$ cat config.mk
export PLATFORM = sky130hd
export DESIGN_NAME = totp_digit_scan
export DESIGN_NICKNAME = d
export VERILOG_FILES = /design/src/rtl/totp_digit_scan_pkg.sv /design/src/rtl/totp_digit_scan_ctr.sv /design/src/rtl/totp_digit_scan.sv
export SDC_FILE = /design/constraint.sdc
export NUM_CORES = 1
export LEC_CHECK = 0
export ABC_AREA = 1
export CORE_MARGIN = 3
export CORE_UTILIZATION = 53
export CTS_BUF_LIST = sky130_fd_sc_hd__clkbuf_4 sky130_fd_sc_hd__clkbuf_8 sky130_fd_sc_hd__clkbuf_16
export DETAILED_ROUTE_END_ITERATION = 8
export PLACE_DENSITY = 0.75
export SYNTH_ARGS = -nofsm -noshare
export SYNTH_HDL_FRONTEND = slang
export SYNTH_SLANG_ARGS = --single-unit
$ cat constraint.sdc
create_clock -name clk -period 1.6 [get_ports clk]
set_clock_uncertainty 0.05 [all_clocks]
set_input_delay 0.32 -clock clk [delete_from_list [all_inputs] [get_ports clk]]
set_output_delay 0.32 -clock clk [all_outputs]
set_load 0.01 [all_outputs]
$ cat src/rtl/totp_digit_scan_pkg.sv
// Shared widths, capture-FSM state encoding and the digit-enable decode helper
// used by the TOTP digit capture/scan block.
package totp_digit_scan_pkg;

   localparam int SEL_W = 3;
   localparam int BCD_W = 4;

   typedef enum logic {
      ST_IDLE    = 1'b0,
      ST_CAPTURE = 1'b1
   } state_e;

   function automatic logic [7:0] digit_onehot(input logic [SEL_W-1:0] idx);
      digit_onehot = 8'd1 << idx;
   endfunction

endpackage

$ cat src/rtl/totp_digit_scan_ctr.sv
// Free-running display prescaler plus digit index rotator; tick_o marks the
// last prescaler count, on which the index advances.
module totp_scan_ctr
   import totp_digit_scan_pkg::*;
#(
   parameter int SCAN_DIV   = 1024,
   parameter int NUM_DIGITS = 6
) (
   input  logic             clk,
   input  logic             rst_n,
   output logic [SEL_W-1:0] index_o,
   output logic             tick_o
);

   localparam int PW = (SCAN_DIV > 1) ? $clog2(SCAN_DIV) : 1;
   localparam logic [PW-1:0]    PRE_LAST = PW'(SCAN_DIV - 1);
   localparam logic [SEL_W-1:0] IDX_LAST = SEL_W'(NUM_DIGITS - 1);

   logic [PW-1:0]    pre_q;
   logic [SEL_W-1:0] idx_q;

   assign tick_o  = (pre_q == PRE_LAST);
   assign index_o = idx_q;

   always_ff @(posedge clk or negedge rst_n) begin
      if (!rst_n) begin
         pre_q <= '0;
         idx_q <= '0;
      end else if (tick_o) begin
         pre_q <= '0;
         idx_q <= (idx_q == IDX_LAST) ? '0 : idx_q + 1'b1;
      end else begin
         pre_q <= pre_q + 1'b1;
      end
   end

endmodule

$ cat src/rtl/totp_digit_scan.sv
// Captures the HOTP/TOTP code digit by digit over the sel/bcd bus, commits it
// atomically and scans the committed digits onto a single 7-segment decoder.
module totp_digit_scan
   import totp_digit_scan_pkg::*;
#(
   parameter int NUM_DIGITS = 6,
   parameter int SEL_SETTLE = 1,
   parameter int SCAN_DIV   = 1024
) (
   input  logic                  clk,
   input  logic                  rst_n,
   input  logic                  ready,
   input  logic [BCD_W-1:0]      bcd,
   input  logic                  start,
   output logic [SEL_W-1:0]      sel,
   output logic [BCD_W-1:0]      scan_bcd,
   output logic [NUM_DIGITS-1:0] digit_en,
   output logic                  valid,
   output logic                  busy
);

   localparam int CW = ($clog2(SEL_SETTLE + 1) > 0) ? $clog2(SEL_SETTLE + 1) : 1;
   localparam logic [CW-1:0]    SETTLE_LAST = CW'(SEL_SETTLE);
   localparam logic [SEL_W-1:0] SEL_LAST    = SEL_W'(NUM_DIGITS - 1);

   state_e           state_q;
   logic             ready_q;
   logic [SEL_W-1:0] sel_q;
   logic [CW-1:0]    cnt_q;
   logic             busy_q;
   logic             valid_q;
   logic [BCD_W-1:0] shadow_q    [NUM_DIGITS];
   logic [BCD_W-1:0] committed_q [NUM_DIGITS];

   logic             valid_dly_q;
   logic             tick_q;
   logic [BCD_W-1:0] scan_bcd_q;
   logic [NUM_DIGITS-1:0] digit_en_q;

   logic             trigger_d;
   logic [SEL_W-1:0] scan_idx;
   logic             scan_tick;
   logic [BCD_W-1:0] shown_bcd_d;

   // Rising edge of ready, or a recapture request while the result is still valid.
   assign trigger_d = ready && (!ready_q || start);

   always_ff @(posedge clk or negedge rst_n) begin
      if (!rst_n) begin
         state_q <= ST_IDLE;
         ready_q <= 1'b0;
         sel_q   <= '0;
         cnt_q   <= '0;
         busy_q  <= 1'b0;
         valid_q <= 1'b0;
         for (int j = 0; j < NUM_DIGITS; j++) begin
            shadow_q[j]    <= '0;
            committed_q[j] <= '0;
         end
      end else begin
         ready_q <= ready;
         case (state_q)
            ST_IDLE: begin
               if (!ready) valid_q <= 1'b0;
               if (trigger_d) begin
                  state_q <= ST_CAPTURE;
                  busy_q  <= 1'b1;
                  sel_q   <= '0;
                  cnt_q   <= '0;
               end
            end
            ST_CAPTURE: begin
               if (!ready) begin
                  state_q <= ST_IDLE;
                  busy_q  <= 1'b0;
                  sel_q   <= '0;
                  cnt_q   <= '0;
               end else if (cnt_q == SETTLE_LAST) begin
                  cnt_q <= '0;
                  for (int j = 0; j < NUM_DIGITS; j++)
                     if (SEL_W'(j) == sel_q) shadow_q[j] <= bcd;
                  if (sel_q == SEL_LAST) begin
                     // Last digit bypasses the shadow so the whole code lands on one edge.
                     for (int j = 0; j < NUM_DIGITS; j++)
                        committed_q[j] <= (j == NUM_DIGITS - 1) ? bcd : shadow_q[j];
                     valid_q <= 1'b1;
                     state_q <= ST_IDLE;
                     busy_q  <= 1'b0;
                     sel_q   <= '0;
                  end else begin
                     sel_q <= sel_q + 1'b1;
                  end
               end else begin
                  cnt_q <= cnt_q + 1'b1;
               end
            end
            default: state_q <= ST_IDLE;
         endcase
      end
   end

   totp_scan_ctr #(
      .SCAN_DIV   (SCAN_DIV),
      .NUM_DIGITS (NUM_DIGITS)
   ) u_scan_ctr (
      .clk     (clk),
      .rst_n   (rst_n),
      .index_o (scan_idx),
      .tick_o  (scan_tick)
   );

   always_comb begin
      shown_bcd_d = '0;
      for (int j = 0; j < NUM_DIGITS; j++)
         if (SEL_W'(j) == scan_idx) shown_bcd_d = committed_q[j];
   end

   // Display registers refresh one cycle after a wrap (index already advanced) or a valid change.
   always_ff @(posedge clk or negedge rst_n) begin
      if (!rst_n) begin
         valid_dly_q <= 1'b0;
         tick_q      <= 1'b0;
         scan_bcd_q  <= '0;
         digit_en_q  <= '0;
      end else begin
         valid_dly_q <= valid_q;
         tick_q      <= scan_tick;
         if (tick_q || (valid_q != valid_dly_q)) begin
            scan_bcd_q <= shown_bcd_d;
            digit_en_q <= valid_q ? NUM_DIGITS'(digit_onehot(scan_idx)) : '0;
         end
      end
   end

   assign sel      = sel_q;
   assign busy     = busy_q;
   assign valid    = valid_q;
   assign scan_bcd = scan_bcd_q;
   assign digit_en = digit_en_q;

endmodule

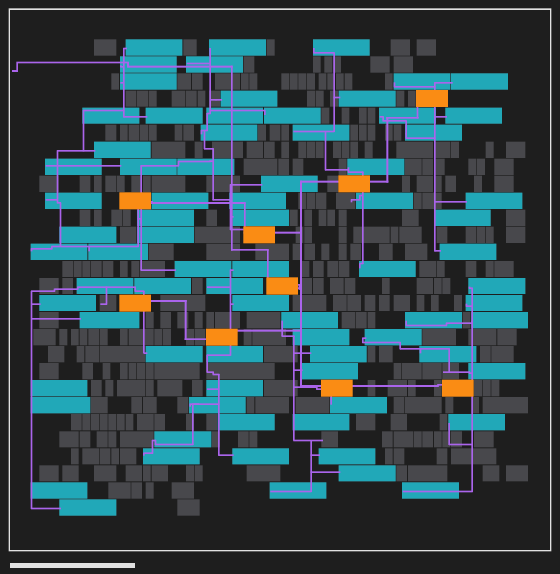
Figure 1: run 1, clock network drawn from the DEF.
Bar = 20 microns.
legend:
  cells driving clock nets:
    colour: orange
    count: 9
  flip-flops:
    colour: cyan
    count: 77
  clock wires:
    colour: purple
    length: 845 microns
flops lie: spread over the die
routed clock nets: 10

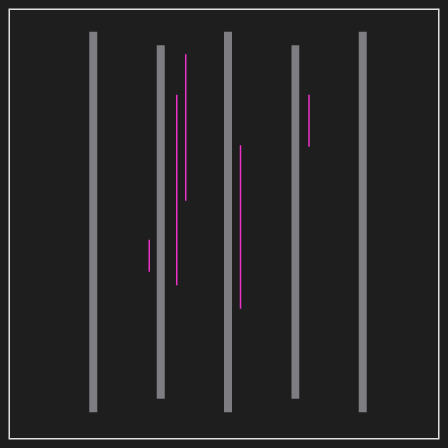
Figure 2: run 1, the metal 4 layer.
Supply wires on this layer in grey.
wire length on this layer: 116 microns
nets with wire on the layer: 3

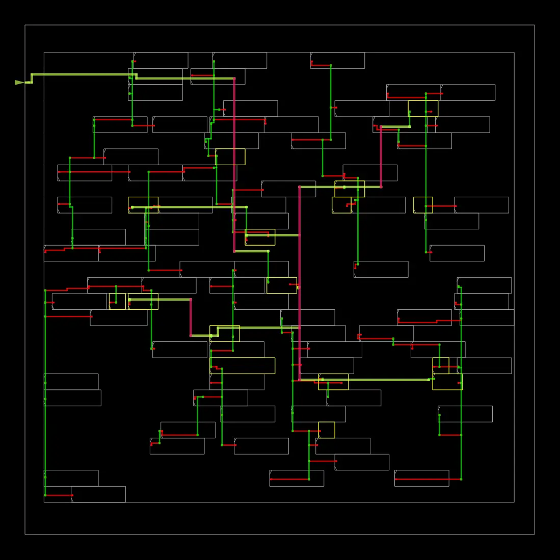
Figure 3: run 1, the clock network.
Num CTS Buffers: 9
Late-Pin Clk Latency: 0.35 ns

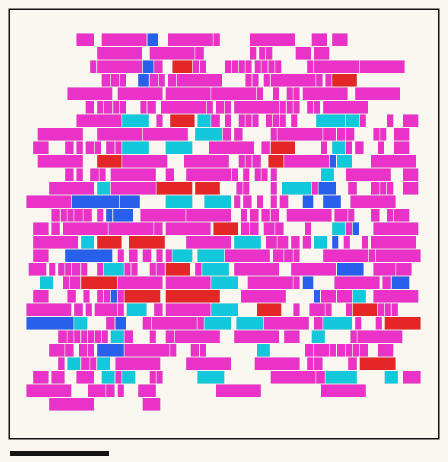
Figure 4: run 1, sizing map.
Bar = 20 microns.
legend:
  drive 2:
    colour: blue
    cells: 22
    share: 5.5%
  drive 6 and up:
    colour: red
    cells: 19
    share: 4.7%
  drive 3 to 4:
    colour: cyan
    cells: 41
    share: 10%
  drive 1 or less:
    colour: magenta
    cells: 320
    share: 80%

==> metrics.yaml, run 1 <==
outcome:
  status: "completed"
power:
  internal-power_mw: 3.13
  leakagePower_nw: 2.17
  pwr-share-seq: 0.532
  power_mw: 4.26
  p_comb_frac: 0.120
  ir_drop_mv: 0.951
logic_synthesis:
  yosys_area_sq_um: 3410
  area_leaders: "dfrtp_1 (56%), nand2_1 (9.6%), mux2_4 (6.2%), o21ai_0 (5.3%), nor2_1 (3.1%)"
  synthXorXnorAreaFrac: 0.0180
  avgSynthCellArea_sq_um: 9.78
  synthAdderAreaFrac: 0.0147
timing:
  fmax_mhz: 643
  tns_ns: 0
  worst_pin_slew_ns: 0.365
global_route:
  track_usage: 0.199
  met1_usage: 0.271
route:
  dr.pass1.iters: 4
worst_setup_path:
  reg2reg_depth: 7
  cp_slowest_cell: "clkdlybuf4s50_1"
  path_depth: 7
  cp-start-kind: "input port"
  crit_chain: "clkdlybuf4s50_1 -> ha_2 -> nand2_2 -> nor2_4 -> buf_12 -> nand2_4 -> mux2_4"
  worstPathRequired_ns: 1.78
die:
  ioPinCount: 23
finish:
  post-route-util: 0.684
  seqCellArea_sq_um: 1930
  seq_share: 0.466
  drive_gt1_frac: 0.204
  largest_register_ffs: 24
  final_cell_count_no_fill: 477
clock_tree:
  h-tree-depth: 3
Figure 5. Sequential cells coloured by netlist name (run 1).
Other sequential cells in the stronger grey, the rest of the logic in the fainter grey.
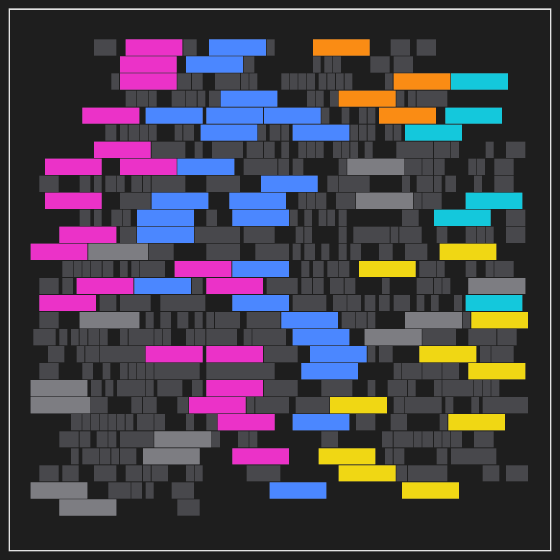

--- run 2 (diff from run 1) ---
--- a/config.mk
+++ b/config.mk
@@ -13,2 +13,3 @@
 export PLACE_DENSITY = 0.75
+export SETUP_SLACK_MARGIN = 0.1
 export SYNTH_ARGS = -nofsm -noshare
==> constraint.sdc (replaced) <==
create_clock -name clk -period 1.6 [get_ports clk]
set_clock_uncertainty 0.05 [all_clocks]
set_input_delay 0.48 -clock clk [delete_from_list [all_inputs] [get_ports clk]]
set_output_delay 0.48 -clock clk [all_outputs]
set_load 0.01 [all_outputs]
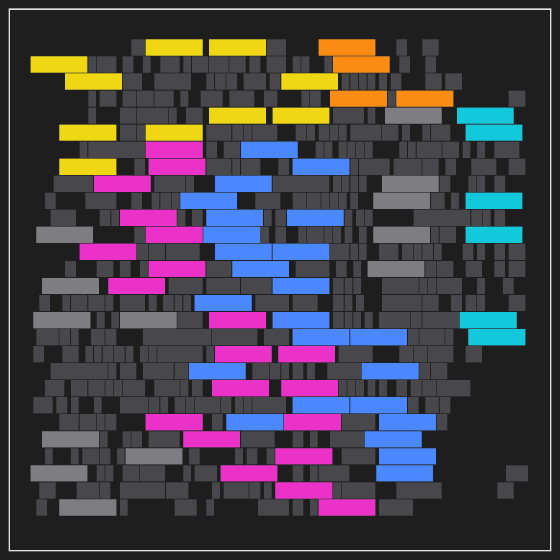
Figure 6: run 2, sequential cells coloured by netlist name.
Other sequential cells in the stronger grey, the rest of the logic in the fainter grey.
legend:
  scan_bcd:
    colour: orange
    flops: 4
  committed_q:
    colour: blue
    flops: 24
  shadow_q:
    colour: magenta
    flops: 20
  digit_en:
    colour: cyan
    flops: 6
  u_scan_ctr.pre_q:
    colour: yellow
    flops: 10

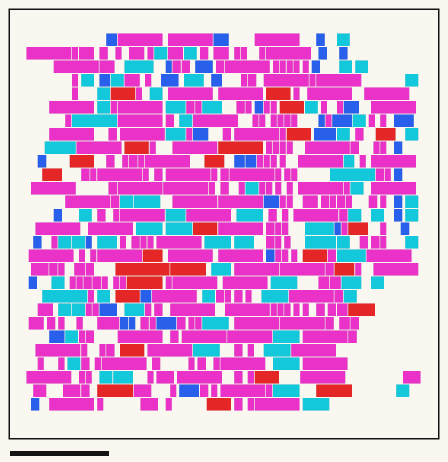
Figure 7: run 2, sizing map.
Bar = 20 microns.
legend:
  drive 2:
    colour: blue
    cells: 41
    share: 9.5%
  drive 1 or less:
    colour: magenta
    cells: 292
    share: 68%
  drive 3 to 4:
    colour: cyan
    cells: 73
    share: 17%
  drive 6 and up:
    colour: red
    cells: 25
    share: 5.8%

==> run 2 against run 1 <==
  * Fmax grew 3.0%
  * Area after synthesis unchanged
  * Critical path depth did not move
  * Power rose by 1.5%
  * Largest cell class unchanged
  * First-iteration DRC count is 5.2% lower
  * Sequential share of layout area is 3.4 points lower
  * Critical endpoint is now committed_q[9]
==> metrics.yaml, run 2 <==
power:
  p_comb_frac: 0.128  # was 0.120
  power_mw: 4.33  # was 4.26 mW
  leakagePower_nw: 2.35  # was 2.17 nW
  ir_drop_mv: 0.695  # was 0.951 mV
timing:
  tns_ns: 0  # unchanged
  fmax_mhz: 663  # was 643 MHz
  worst_pin_slew_ns: 0.371  # was 0.365 ns
worst_setup_path:
  path_depth: 7  # unchanged
  reg2reg_depth: 6  # was 7
  cp-start-kind: "input port"  # unchanged
  worstPathRequired_ns: 1.78  # about the same
logic_synthesis:
  avgSynthCellArea_sq_um: 9.78  # unchanged
  yosys_area_sq_um: 3410  # unchanged
  synthXorXnorAreaFrac: 0.0180  # unchanged
  synthAdderAreaFrac: 0.0147  # unchanged
finish:
  seq_share: 0.432  # was 0.466
  seqCellArea_sq_um: 1930  # about the same
  post-route-util: 0.736  # was 0.684
  final_cell_count_no_fill: 506  # was 477
  drive_gt1_frac: 0.323  # was 0.204
  largest_register_ffs: 24  # unchanged
die:
  ioPinCount: 23  # unchanged
global_route:
  track_usage: 0.210  # was 0.199
  met1_usage: 0.282  # was 0.271
clock_tree:
  numCtsBuffers: 9  # unchanged
  h-tree-depth: 3  # unchanged
outcome:
  status: "completed"  # unchanged
Figure 8. The clock network (run 2).
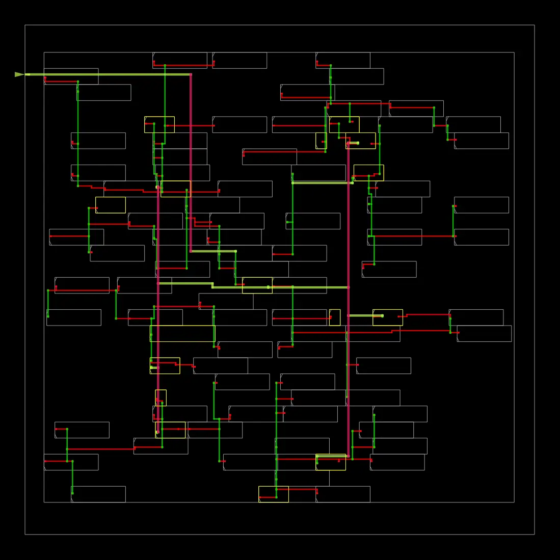

--- run 3 (diff from run 2) ---
- CORE_MARGIN: 3 -> 2
- CTS_BUF_LIST: sky130_fd_sc_hd__clkbuf_4 sky130_fd_sc_hd__clkbuf_8 sky130_fd_sc_hd__clkbuf_16 -> not set
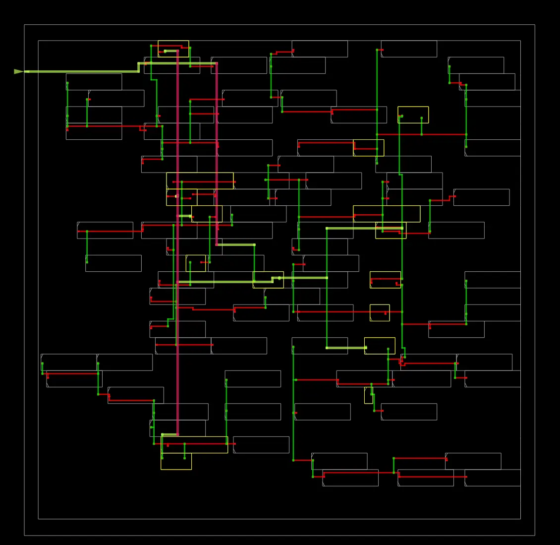
Figure 9: run 3, the clock network.
number of flip-flops and latches: 77
P_clk: 1.80 mW
clk sinks: 77

==> run 3 against run 2 <==
  * Clock power grew 18%
  * Clock-buffer cell count decreased by 1
  * Largest cell class unchanged
  * Largest power group unchanged
  * Combinational power is 7.4% lower
  * Global-route usage fell by 0.13 points
  * Die area down 4.6%
  * Critical path depth unchanged
  * Area after synthesis is the same
  * Non-clock buffer count fell by 12
==> metrics.yaml, run 3 <==
logic_synthesis:
  avgSynthCellArea_sq_um: 9.78  # unchanged
  yosys_area_sq_um: 3410  # unchanged
  synthAdderAreaFrac: 0.0147  # unchanged
timing:
  worst_pin_slew_ns: 0.368  # was 0.371 ns
  fmax_mhz: 680  # was 663 MHz
clock_tree:
  h-tree-depth: 3  # unchanged
  insertion_delay_ns: 0.35  # was 0.34 ns
finish:
  seqCellArea_sq_um: 1930  # about the same
  largest_register_ffs: 24  # unchanged
  drive_gt1_frac: 0.290  # was 0.323
  final_cell_count_no_fill: 497  # was 506
worst_setup_path:
  crit_chain: "ha_4 -> nand3_4 -> nor3_4 -> nand3_4 -> buf_4 -> nand2_1 -> inv_1"  # was dlygate4sd2_1 -> ha_4 -> nand2_4 -> nor2_4 -> buf_4 -> nand2_4 -> mux2_4
  cp-start-kind: "register"  # was input port
  cp_slowest_cell: "dfrtp_1"  # was mux2_4
  path_depth: 7  # unchanged
  worstPathRequired_ns: 1.81  # was 1.78 ns
  reg2reg_depth: 7  # was 6
power:
  power_mw: 4.58  # was 4.33 mW
  p_comb_frac: 0.112  # was 0.128
  pwr-share-seq: 0.494  # was 0.521
outcome:
  status: "completed"  # unchanged
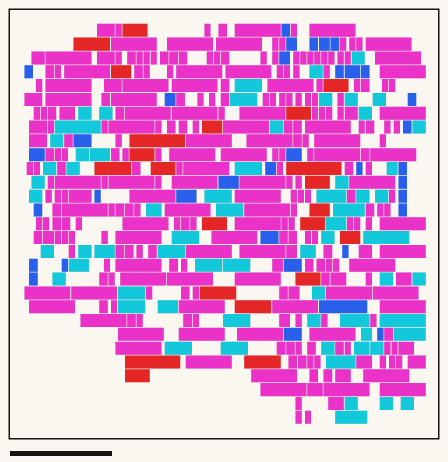
Figure 10: run 3, sizing map.
Bar = 20 microns.
legend:
  drive 2:
    colour: blue
    cells: 35
    share: 8.3%
  drive 1 or less:
    colour: magenta
    cells: 298
    share: 71%
  drive 3 to 4:
    colour: cyan
    cells: 65
    share: 15%
  drive 6 and up:
    colour: red
    cells: 22
    share: 5.2%

Power and IR drop assume default switching activity.
